### Routed clock nets over the placement

(6 px per µm)
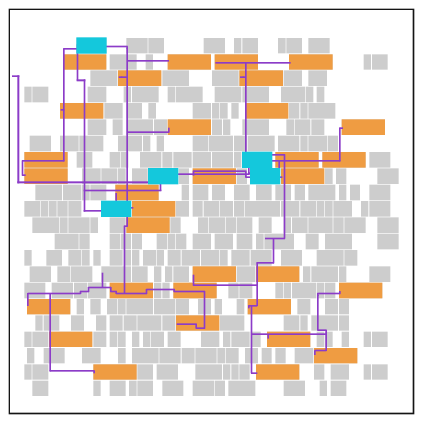
### Sequential cells coloured by netlist name

(4 px per µm) Other cells in grey.
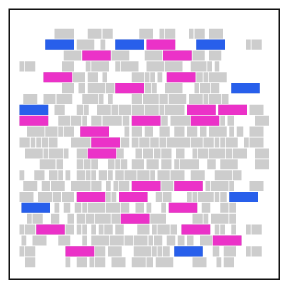
### Routing congestion map

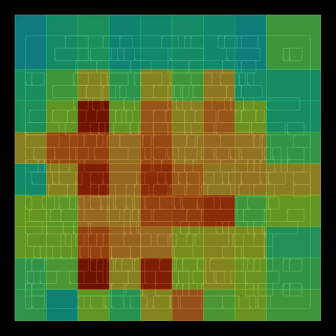
==> src/rtl/reg_scoreboard.sv <==
// Issue scoreboard for the 8x16b register file: stall/issue are combinational, busy is registered.
// Holds decode via stall; optional stall statistics under REG_SCOREBOARD_STATS_EN.
module reg_scoreboard #(
   parameter int DEPTH = 3,
   parameter int CW    = 3
) (
   input  logic        clk,
   input  logic        rst,
   input  logic        issueValid,
   input  logic [2:0]  src1Sel,
   input  logic        src1Used,
   input  logic [2:0]  src2Sel,
   input  logic        src2Used,
   input  logic [2:0]  dstSel,
   input  logic        dstWrite,
   input  logic        flush,
   output logic        stall,
   output logic        issue,
   output logic [7:0]  busy,
   output logic [15:0] stallCycles
);

   logic [7:0][CW-1:0] cnt;
   logic [7:0][CW-1:0] cnt_nxt;
   logic               hazard1;
   logic               hazard2;

   // A count of 1 means the write lands this cycle and is bypassed, so only >1 blocks.
   assign hazard1 = src1Used && (cnt[src1Sel] > CW'(1));
   assign hazard2 = src2Used && (cnt[src2Sel] > CW'(1));
   assign stall   = issueValid && !flush && (hazard1 || hazard2);
   assign issue   = issueValid && !flush && !stall;

   always_comb begin
      for (int r = 0; r < 8; r++) begin
         cnt_nxt[r] = cnt[r];
         if (flush)
            cnt_nxt[r] = '0;
         else if (issue && dstWrite && (dstSel == 3'(r)))
            cnt_nxt[r] = CW'(DEPTH);
         else if (cnt[r] != '0)
            cnt_nxt[r] = cnt[r] - 1'b1;
      end
   end

   always_ff @(posedge clk) begin
      if (!rst) begin
         cnt  <= '0;
         busy <= '0;
      end else begin
         cnt <= cnt_nxt;
         for (int r = 0; r < 8; r++)
            busy[r] <= (cnt_nxt[r] != '0);
      end
   end

`ifdef REG_SCOREBOARD_STATS_EN
   // Saturating; survives flush, cleared only by reset.
   always_ff @(posedge clk) begin
      if (!rst)
         stallCycles <= '0;
      else if (stall && (stallCycles != 16'hFFFF))
         stallCycles <= stallCycles + 16'd1;
   end
`else
   assign stallCycles = 16'h0000;
`endif

endmodule

==> config.mk <==
export PLATFORM = sky130hd
export DESIGN_NAME = reg_scoreboard
export DESIGN_NICKNAME = d
export VERILOG_FILES = /design/src/rtl/reg_scoreboard.sv
export SDC_FILE = /design/constraint.sdc
export NUM_CORES = 1
export LEC_CHECK = 0
export CAP_MARGIN = 30
export CORE_MARGIN = 2
export CORE_UTILIZATION = 56
export DETAILED_ROUTE_END_ITERATION = 8
export GPL_TIMING_DRIVEN = 0
export PLACE_DENSITY = 0.92
export SLEW_MARGIN = 10
export SYNTH_ARGS = -nofsm -noshare
export SYNTH_HDL_FRONTEND = slang
export SYNTH_SLANG_ARGS = --single-unit
==> constraint.sdc <==
create_clock -name clk -period 3.7 [get_ports clk]
set_input_delay 0.74 -clock clk [delete_from_list [all_inputs] [get_ports clk]]
set_output_delay 0.74 -clock clk [all_outputs]
set_load 0.05 [all_outputs]
==> impl_metrics.py <==
# Metrics from the implementation run
metrics = {
    "cells_and_area": {
        "area_growth_pct": 20.40,
        "nFillCells": 313,
    },
    "pwr": {
        "pwr_density_cell_nw_per_um2": 356.3,
        "pwr-share-seq": 0.394,
        "sw_frac_of_total": 0.3344,
        "vdd_ir_drop_max_mv": 0.2543,
        "p_total_uw": 957.7,
    },
    "setup_path": {
        "critPathSlowestCell": "clkdlybuf4s50_1",
        "path_cells": "clkdlybuf4s50_1, or4b_1, a32oi_2, nand2_2, buf_2, nor2_1, clkbuf_4",
        "rr_worst_depth": 5,
        "rrSetupSlack_ns": 1.88,
        "path_buffers": 3,
    },
    "synthesis": {
        "ys_warn_count": 0,
        "top_cells_by_count": "dfxtp_1 (32), nand2_1 (25), buf_4 (16), ha_1 (16), inv_1 (16)",
    },
    "run_status": {
        "outcome": "complete, no violations",
    },
    "clock_tree": {
        "cts_root_buf": "clkbuf_8",
        "htreeDepth": 2,
        "cts_resized": 6,
    },
    "timing": {
        "skew_ns": 0.009514,
        "fin_ws_ns": 0.1085,
    },
    "place": {
        "dp.cells": 353,
    },
    "global_routing": {
        "grt_max_degree": 11,
    },
    "hold_path": {
        "whs_path_depth": 2,
    },
    "die": {
        "core_area_um2": 3744,
    },
}
## Picture notes: 'Routed clock nets over the placement'
[clock wires] purple | length: 442 µm
[flip-flops] orange | count: 32
[clock-net drivers] cyan | count: 5
routed clock nets: 6

## Picture notes: 'Sequential cells coloured by netlist name'
[cnt] magenta | flops: 24
[busy] blue | flops: 8 | where: spread over the die

## Picture notes: 'Routing congestion map'
GRT busiest layer: met2
Core Util, Final: 0.7179
GRT met2 Usage: 0.4344

[final cells by class]
cell class / instances / share of cell area
inverters: 16 / 0.02235
well taps: 48 / 0.02235
plain buffers: 26 / 0.06238
repair buffers: 25 / 0.09032
multi-input cells: 206 / 0.5284
clock buffers: 7 / 0.03585
flip-flops and latches: 32 / 0.2384
[layer usage]
metal / wire length (µm) / global-route usage / vias up
li1: - / - / 1025
met1: 2225 / 0.3103 / 1003
met2: 2645 / 0.4344 / 108
met3: 417 / 0.04333 / 12
met4: 86 / 0.1097 / 0
met5: 0 / 0 / -
[flip-flops by register name (all words and copies together) (netlist names)]
name / flops
cnt: 24
busy: 8
No activity file was given, so power comes from the tool's default toggle rates.
